==> run_1/clock_wires.png <==
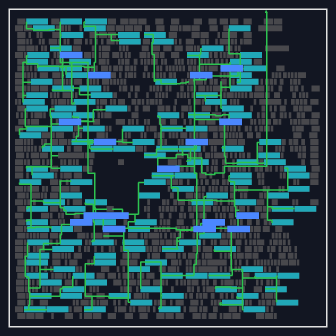
==> run_1/m3.png <==
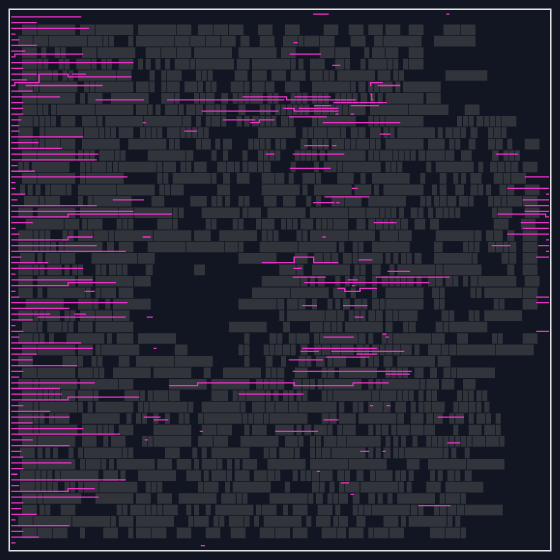
==> run_1/sizing.png <==
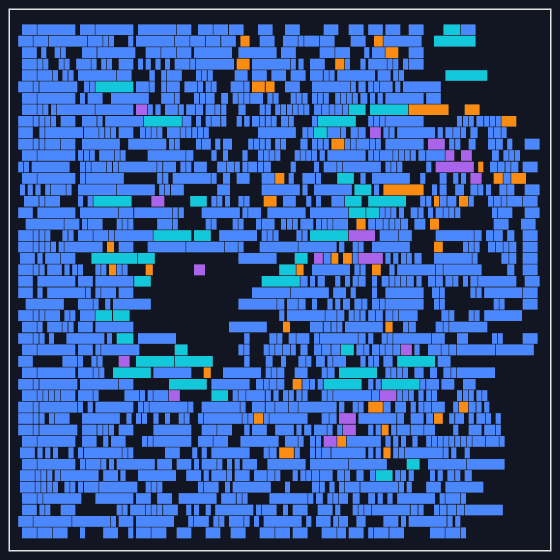
==> run_1/gates.png <==
Scale bar: 50 µm.
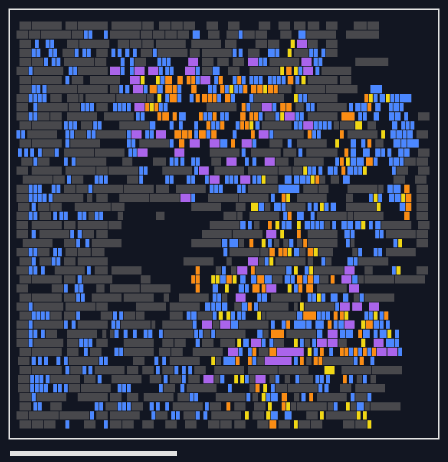
`src/rtl/udp_rx_kernel_dispatch.sv`:
```
`default_nettype none
// ============================================================================
//  Module      : udp_rx_kernel_dispatch
//  Description : Frame-granular round-robin scheduler between the UDP offload
//                RX kernel stream and NUM_CH kernel consumer channels. Cuts
//                the word stream into frames of frame_words words and locks
//                each frame onto a single eligible consumer.
//  Revision    : 1.0 - initial release
// ============================================================================
module udp_rx_kernel_dispatch #(
  parameter int NUM_CH = 4,
  parameter int DATA_W = 64,
  parameter int CNT_W  = 16
) (
  input  logic              kernel_clk,
  input  logic              kernel_resetn,
  input  logic              enable,
  input  logic [CNT_W-1:0]  frame_words,
  input  logic [NUM_CH-1:0] ch_mask,
  input  logic              s_valid,
  input  logic [DATA_W-1:0] s_data,
  output logic              s_ready,
  output logic [NUM_CH-1:0] m_valid,
  output logic [DATA_W-1:0] m_data,
  output logic              m_last,
  input  logic [NUM_CH-1:0] m_ready,
  output logic              busy,
  output logic [2:0]        cur_ch,
  output logic [31:0]       frame_count
);

  localparam logic [3:0] CH_COUNT = 4'(NUM_CH);

  typedef enum logic [0:0] {
    IDLE   = 1'b0,
    STREAM = 1'b1
  } state_t;

  state_t            state;
  logic [2:0]        rr_ptr;
  logic [2:0]        owner;
  logic [2:0]        grant;
  logic [CNT_W-1:0]  word_cnt;
  logic [CNT_W-1:0]  flen;
  logic [CNT_W-1:0]  flen_next;

  // Single-entry output register shared by all channels
  logic              out_valid;
  logic [2:0]        out_ch;
  logic [DATA_W-1:0] out_data;
  logic              out_last;

  // Vectors widened to 8 so a 3-bit channel index always selects in range
  logic [7:0]        elig_ext;
  logic [7:0]        ready_ext;
  logic              out_ready;
  logic              can_load;
  logic              grant_found;
  logic              accept;

  // Channel index after ch, wrapping NUM_CH-1 back to 0
  function automatic logic [2:0] next_ch(input logic [2:0] ch);
    logic [3:0] n;
    n = {1'b0, ch} + 4'd1;
    if (n >= CH_COUNT) n = 4'd0;
    return n[2:0];
  endfunction

  assign elig_ext  = 8'(ch_mask & m_ready);
  assign ready_ext = 8'(m_ready);
  assign out_ready = ready_ext[out_ch];
  // The output register may take a new word when empty or being drained now
  assign can_load  = !out_valid || out_ready;
  // A zero-length frame request is treated as a single-word frame
  assign flen_next = (frame_words == '0) ? CNT_W'(1) : frame_words;

  // Round-robin search: first eligible channel at or above rr_ptr, wrapping
  always_comb begin
    logic [3:0] idx;
    grant_found = 1'b0;
    grant       = rr_ptr;
    idx         = 4'd0;
    for (int k = 0; k < NUM_CH; k++) begin
      idx = {1'b0, rr_ptr} + 4'(k);
      if (idx >= CH_COUNT) idx = idx - CH_COUNT;
      if (!grant_found && elig_ext[idx[2:0]]) begin
        grant_found = 1'b1;
        grant       = idx[2:0];
      end
    end
  end

  // Upstream read ack: grant conditions in IDLE, owner backpressure in STREAM
  always_comb begin
    s_ready = 1'b0;
    if (kernel_resetn) begin
      if (state == STREAM) s_ready = can_load;
      else                 s_ready = enable && s_valid && grant_found && can_load;
    end
  end

  assign accept = s_valid && s_ready;

  generate
    for (genvar i = 0; i < NUM_CH; i++) begin : g_m_valid
      assign m_valid[i] = out_valid && (out_ch == 3'(i));
    end
  endgenerate

  assign m_data = out_data;
  assign m_last = out_last;
  assign busy   = (state == STREAM) || out_valid;

  // Frame state machine together with the output register it loads
  always_ff @(posedge kernel_clk or negedge kernel_resetn) begin
    if (!kernel_resetn) begin
      state       <= IDLE;
      rr_ptr      <= 3'd0;
      owner       <= 3'd0;
      word_cnt    <= '0;
      flen        <= '0;
      out_valid   <= 1'b0;
      out_ch      <= 3'd0;
      out_data    <= '0;
      out_last    <= 1'b0;
      cur_ch      <= 3'd0;
      frame_count <= 32'd0;
    end else begin
      if (accept) begin
        out_valid <= 1'b1;
        out_data  <= s_data;
      end else if (out_ready) begin
        out_valid <= 1'b0;
      end

      case (state)
        IDLE: begin
          if (accept) begin
            out_ch <= grant;
            cur_ch <= grant;
            flen   <= flen_next;
            if (flen_next == CNT_W'(1)) begin
              out_last    <= 1'b1;
              frame_count <= frame_count + 32'd1;
              rr_ptr      <= next_ch(grant);
              word_cnt    <= '0;
            end else begin
              out_last <= 1'b0;
              word_cnt <= CNT_W'(1);
              owner    <= grant;
              state    <= STREAM;
            end
          end
        end
        STREAM: begin
          if (accept) begin
            out_ch <= owner;
            if (word_cnt == flen - CNT_W'(1)) begin
              out_last    <= 1'b1;
              frame_count <= frame_count + 32'd1;
              rr_ptr      <= next_ch(owner);
              word_cnt    <= '0;
              state       <= IDLE;
            end else begin
              out_last <= 1'b0;
              word_cnt <= word_cnt + CNT_W'(1);
            end
          end
        end
        default: state <= IDLE;
      endcase
    end
  end

endmodule
`default_nettype wire

```
`config.mk`:
```
export PLATFORM = sky130hd
export DESIGN_NAME = udp_rx_kernel_dispatch
export DESIGN_NICKNAME = d
export VERILOG_FILES = /design/src/rtl/udp_rx_kernel_dispatch.sv
export SDC_FILE = /design/constraint.sdc
export NUM_CORES = 1
export LEC_CHECK = 0
export ABC_AREA = 1
export CORE_MARGIN = 1.5
export CORE_UTILIZATION = 50
export DETAILED_ROUTE_END_ITERATION = 16
export GPL_TIMING_DRIVEN = 0
export HOLD_SLACK_MARGIN = 0.1
export PLACE_DENSITY = 0.86
export SYNTH_ARGS = -nofsm -noshare
export SYNTH_HDL_FRONTEND = slang
export SYNTH_SLANG_ARGS = --single-unit
```
`constraint.sdc`:
```
create_clock -name kernel_clk -period 3.1 [get_ports kernel_clk]
set_input_delay 0.31 -clock kernel_clk [delete_from_list [all_inputs] [get_ports kernel_clk]]
set_output_delay 0.31 -clock kernel_clk [all_outputs]
set_load 0.005 [all_outputs]
```
==> flow_metrics.tcl, run 1 <==
# collected from the flow reports
set metrics [dict create \
    reg2reg_setup_slack_ns 0.44 \
    grt_max_degree 91 \
    fa_ha_area_share_pct 1.11 \
    largest_reg_flops 64 \
    min_to "m_data[45]" \
    setup_viol 0 \
    yosysWarnings 0 \
    power_frac_clock_pct 48.5 \
    taps 211 \
    synthCells 1042 \
    n_fill_cell 1206 \
    n_all_inverters 76 \
    syn_nets 1141 \
    cts_tree "done" \
    final-seq-area_um2 3580 \
    hold_path_depth 3 \
    grt_pass1_vias 7278 \
    powerSeq_mw 1.87 \
    edf_count 0 \
    slew_headroom_pct 46.8 \
    hpwl_um 15900 \
    timing.rr.end "out_ch[1]" \
    maxCapViolCount 0 \
    required_ns 2.79 \
    power.total_mw 4.05 \
    port_buffers 197 \
    placed_cells 1451 \
    nets 1361 \
    irDropWorstVdd_mv 0.364 \
    gp_congestion 0.976 \
    grt_use_total_pct 27.1 \
    outcome "finished clean" \
    seq_cell_count 143 \
    top_cells_by_count "nand2_1 (457), dfrtp_1 (143), nor2_1 (77)" \
    nClkBuffers 18 \
    internal_power_mw 3.11 \
    num_antenna_cells 0 \
    htreeDepth 4 \
    ctsHoldBuffers 2 \
    power_leader "the clock network" \
    clock_cell_area_share_pct 5.23 \
    reg2reg_depth 14 \
    dominant-cell-class "combinational gates" \
    dr.pass1.iters 5 \
    route.detailed.drc 0 \
    top_cell "nand2_1" \
    holdWs_ns 0.415 \
    met1_usage_pct 33.6 \
    async_reset_ff_share_pct 100 \
    cts_resized 0 \
    p_sw_share_pct 23.2 \
    warnings 27 \
    synth_top_area_share_pct 45.5 \
    p_seq_share_pct 46.1 \
    path_clk_slew_ns 0.07 \
    critical_path.startpoint "rr_ptr[1]" \
    drt-initial-drc-count 445 \
    compound_area_share_pct 3.42 \
    ys_seq_share_pct 45.5 \
    fin_worst_skew_ns 0.0121 \
    finish.cell_count_without_fillers 1486 \
    worst-path-stages 13 \
    route.met3.wl_um 1660 \
    tightest_slew_ns 0.799 \
    simple_gate_share_pct 36.5 \
    finish.utilization_pct 70.3 \
    grt_setup_unrepaired "no" \
    critPathTopFamily "buffers and inverters" \
    top_logic_kind "simple AND/OR/NAND/NOR gates" \
    postRouteAntennaNets 0 \
    max_freq_mhz 343 \
    period_minus_slack_ns 2.92 \
    p_comb_share_pct 5.4 \
    core_area_um2 15300 \
    synth_chip_area_um2 7870 \
    clock-sinks 143 \
    fp-utilization_pct 51.4 \
    min_period_over_period_pct 94.1 \
    drive_gt1_share_pct 8.00 \
    worstPathMaxFanout 7 \
    post-place-ws_ns 0.318 \
    signal_buffer_area_fraction_pct 21.3 \
    crit_buf_inv 4 \
    end_kind "output port" \
    slowest_stage "clkdlybuf4s50_1" \
    cts_root_buf "clkbuf_16" \
    sh_seq_area_pct 33.3 \
    ys_sh_mux_pct 0 \
    wl_per_cell_um 14.3 \
    cp_slowest_stage_delay_ns 0.52 \
    avgViaCountPerCell 5.07 \
    top_layer_used "met4" \
    hp-class "in -> reg" \
    grt_pass1_wl_um 35300 \
    ys_ff 143 \
    use_met2_pct 44.2 \
    comb_area_share_pct 34.9 \
    postCtsSetupRepairBufs 0 \
    p_switching_uw 938 \
    ioPinCount 198 \
    core.rowCount 45 \
    powerDensity_nw_per_um2 376 \
    holdCritStartpoint "s_data[45]" \
    ys_cells 1042 \
    r2r-start "rr_ptr[1]" \
    clock_net_power_mw 1.96 \
    die-height_um 128 \
    logic_gates 791 \
    placed_area_um2 10100 \
    crit_type "reg -> out" \
    synth_area_um2 7870 \
    dieArea_um2 16500 \
    postSynthAreaPerCell_um2 7.55 \
    worstSetupStartpointType "register" \
    comb_area_um2 3760 \
    synth_cell_type_count 40 \
    insertion_delay_ns 0.42 \
    cp_cell_sequence "inv_2, ha_4, inv_1, nand3_2, nand3_2, nand2_1, nor2_2, nand2_2, nand3_1, nand2_2, nand2_1, inv_1, clkdlybuf4s50_1" \
    topCellsByArea "dfrtp_1 (45%), nand2_1 (22%), xor2_1 (4.6%), nand3_1 (4.3%), nor2_1 (3.7%)" \
    die_w_um 128 \
    overflow 0 \
    top_usage_layer "met2" \
    layout_top_cells "nand2_1 (457), clkdlybuf4s50_1 (196), dfrtp_1 (141)" \
]
Notes on clock_wires.png above:
[clock wires] green | length: 1810 µm
[clock-net drivers] blue | count: 17
[flip-flops] cyan | count: 143
flops lie	widely spread
routed clock nets	18

Notes on m3.png above:
wire length on this layer	1660 µm
main direction	horizontal
nets with wire on the layer	167
share of all routed wire	7.8%
longest straight run	29.4 µm
grt met3 use: 8.44%
via count: 7534
WL final: 21300 µm

Notes on sizing.png above:
size	color	cells	share	most used
x6 and larger	cyan	42	3.3%	clkbuf_16
x3 and x4	purple	19	1.5%	clkinvlp_4
x2	orange	41	3.2%	nand2_2
x1 and smaller	blue	1173	92%	nand2_1
final setup margin: 0.184 ns
Synth-to-Final Area Change: 36.7%
final instance area: 10800 µm²
Buffers excl. clock: 233

Notes on gates.png above:
family	color	cells
xor and xnor cells	purple	56
inv cells	yellow	76
nor cells	orange	119
nand cells	blue	557

==> run 2: changes to the inputs <==
Settings changed: CTS_CLUSTER_SIZE set to 30.
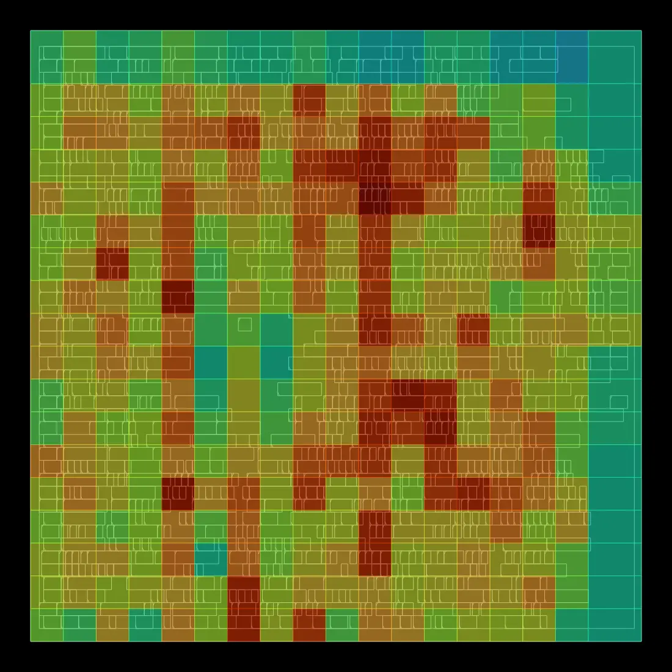
(run_2/congestion_map.png)
global routing's busiest layer: met2
met1 GRT Util: 33.6%
fin util: 70.3%
grt met2 use: 44.2%

==> flow_metrics.tcl, run 2 <==
# collected from the flow reports
set metrics [dict create \
    top_layer_used "met4" \
    syn_nets 1141 \
    worstPathMaxFanout 7 \
    fa_ha_area_share_pct 1.11 \
    p_switching_uw 938 \
    min_to "m_data[45]" \
    die-height_um 128 \
    grt_use_met3_pct 8.44 \
    powerSeq_mw 1.87 \
    taps 211 \
    grt_pass1_wl_um 35300 \
    critPathTopFamily "buffers and inverters" \
    core_area_um2 15300 \
    reg2reg_setup_slack_ns 0.44 \
    maxCapViolCount 0 \
    nClkBuffers 18 \
    wirelength_um 21300 \
    grt_max_degree 91 \
    wl_per_cell_um 14.3 \
    logic_gates 791 \
    ys_seq_share_pct 45.5 \
    synth_chip_area_um2 7870 \
    fin_worst_skew_ns 0.0121 \
    dominant-cell-class "combinational gates" \
    cp_slowest_stage_delay_ns 0.52 \
    synth_top_area_share_pct 45.5 \
    top_cell "nand2_1" \
    die_w_um 128 \
    warnings 27 \
    cp_cell_sequence "inv_2, ha_4, inv_1, nand3_2, nand3_2, nand2_1, nor2_2, nand2_2, nand3_1, nand2_2, nand2_1, inv_1, clkdlybuf4s50_1" \
    placed_cells 1451 \
    hp-class "in -> reg" \
    comb_area_um2 3760 \
    hold_path_depth 3 \
    r2r-start "rr_ptr[1]" \
    num_antenna_cells 0 \
    tightest_slew_ns 0.799 \
    compound_area_share_pct 3.42 \
    layout_top_cells "nand2_1 (457), clkdlybuf4s50_1 (196), dfrtp_1 (141)" \
    grt_use_total_pct 27.1 \
    holdCritStartpoint "s_data[45]" \
    fp-utilization_pct 51.4 \
    cts_resized 0 \
    max_freq_mhz 343 \
    route.met3.wl_um 1660 \
    slowest_stage "clkdlybuf4s50_1" \
    worst-path-stages 13 \
    dr.pass1.iters 5 \
    power.total_mw 4.05 \
    edf_count 0 \
    outcome "finished clean" \
    nets 1361 \
    period_minus_slack_ns 2.92 \
    crit_buf_inv 4 \
    p_sw_share_pct 23.2 \
    postSynthAreaPerCell_um2 7.55 \
    internal_power_mw 3.11 \
    buffers 233 \
    p_comb_share_pct 5.4 \
    largest_reg_flops 64 \
    gp_congestion 0.976 \
    finish.cell_count_without_fillers 1486 \
    crit_type "reg -> out" \
    timing.rr.end "out_ch[1]" \
    sh_seq_area_pct 33.3 \
    synth_area_um2 7870 \
    critical_path.startpoint "rr_ptr[1]" \
    cts_root_buf "clkbuf_16" \
    async_reset_ff_share_pct 100 \
]
==> run 3: changes to the inputs <==
==> constraint.sdc (replaced) <==
create_clock -name kernel_clk -period 3.3 [get_ports kernel_clk]
set_input_delay 0.66 -clock kernel_clk [delete_from_list [all_inputs] [get_ports kernel_clk]]
set_output_delay 0.66 -clock kernel_clk [all_outputs]
set_load 0.005 [all_outputs]
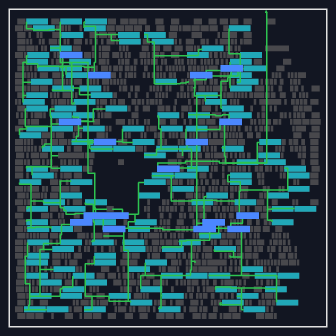
(run_3/clock_wires.png)
[clock wires] green | length: 1800 µm
[flip-flops] cyan | count: 143
[clock-net drivers] blue | count: 17
flops lie	widely spread

==> flow_metrics.tcl, run 3 <==
# collected from the flow reports
set metrics [dict create \
    finish.utilization_pct 70.3 \
    worst-path-stages 13 \
    reg2reg_setup_slack_ns 0.69 \
    top_area_cell "dfrtp_1" \
    syn_to_final_growth_pct 36.7 \
    cts_resized 4 \
    met1_usage_pct 33.5 \
    grt_use_met3_pct 8.44 \
    min_period_over_period_pct 87.7 \
    synth_chip_area_um2 7870 \
    slew_headroom_pct 46.2 \
    wl_per_cell_um 14.4 \
    final-seq-area_um2 3580 \
    power.total_mw 3.80 \
    power_leader "the clock network" \
    nClkBuffers 18 \
    edf_count 0 \
    dominant-cell-class "combinational gates" \
    logic_gates 791 \
    wirelength_um 21400 \
    layout_top_cells "nand2_1 (457), clkdlybuf4s50_1 (191), dfrtp_1 (141)" \
    crit_type "reg -> out" \
    p_sw_share_pct 23.2 \
    cts-buffers-inserted 17 \
    cp_slowest_stage_delay_ns 0.44 \
    buffers 231 \
    hold_violations 0 \
    warnings 27 \
    fin_worst_skew_ns 0.0111 \
    signal_buffer_area_fraction_pct 21.2 \
    drt-initial-drc-count 533 \
    port_buffers 197 \
    cts_buffer_depth 2 \
    critPathTopFamily "simple AND/OR/NAND/NOR gates" \
    use_met2_pct 44.2 \
    synth_top_area_share_pct 45.5 \
    drv_slew 0 \
    clock_net_power_mw 1.84 \
    crit_buf_inv 4 \
    internal_power_mw 2.92 \
    irDropWorstVdd_mv 0.359 \
    p_seq_share_pct 46.1 \
    ioPinCount 198 \
    syn_nets 1141 \
    avgViaCountPerCell 5.12 \
    die_w_um 128 \
    topCellsByArea "dfrtp_1 (45%), nand2_1 (22%), xor2_1 (4.6%), nand3_1 (4.3%), nor2_1 (3.7%)" \
    p_comb_share_pct 5.3 \
    postSynthAreaPerCell_um2 7.55 \
    vias 7594 \
    nets 1359 \
    hp-class "in -> async" \
    num_antenna_cells 0 \
    ys_ff 143 \
    maxCapViolCount 0 \
    powerDensity_nw_per_um2 353 \
    htreeDepth 4 \
    comb_area_um2 3770 \
    cp_cell_sequence "inv_4, ha_4, inv_2, nand3_2, nand3_2, nand2_1, nor2_2, nand2_2, nand3_1, nand2_2, nand2_1, inv_1, dlymetal6s2s_1" \
    worstSetupStartpointType "register" \
    ys_seq_share_pct 45.5 \
    fa_ha_area_share_pct 1.11 \
    ctsHoldBuffers 0 \
    fp-utilization_pct 51.4 \
    tightest_slew_ns 0.808 \
    critical_path.startpoint "rr_ptr[0]" \
    async_reset_ff_share_pct 100 \
    largest_reg_flops 64 \
    met2_length_um 10100 \
    die-height_um 128 \
    timing.rr.end "out_ch[1]" \
    n_all_inverters 76 \
    powerSeq_mw 1.75 \
    holdWs_ns 0.201 \
    end_kind "output port" \
    grt_max_degree 91 \
    path_clk_slew_ns 0.06 \
    worstPathMaxFanout 10 \
    dieArea_um2 16500 \
    route.met3.wl_um 1800 \
    ys_sh_xor_pct 6.58 \
    top_cell "nand2_1" \
    top_layer_used "met4" \
    top_usage_layer "met2" \
    period_minus_slack_ns 2.89 \
    r2r-start "rr_ptr[0]" \
    comb_area_share_pct 35.0 \
    grt_use_total_pct 27.0 \
    postCtsSetupRepairBufs 0 \
    outcome "finished clean" \
    postRouteAntennaNets 0 \
    n_fill_cell 1199 \
    dr.pass1.iters 6 \
    layout.cells.most_common "nand2_1" \
    placed_cells 1451 \
    design_area_um2 10800 \
    compound_area_share_pct 3.42 \
    overflow 0 \
    gp_congestion 0.976 \
    cts_tree "done" \
    taps 211 \
    cts_root_buf "clkbuf_16" \
    setup_tns_ns 0 \
    synth_area_um2 7870 \
    ys_cells 1042 \
    sh_seq_area_pct 33.3 \
    core_area_um2 15300 \
    grt_pass1_wl_um 35300 \
    max_freq_mhz 346 \
    endpoint "s_ready" \
    p_switching_uw 883 \
    finish.cell_count_without_fillers 1484 \
    synthCells 1042 \
    slowest_stage "dfrtp_2" \
    insertion_delay_ns 0.42 \
]
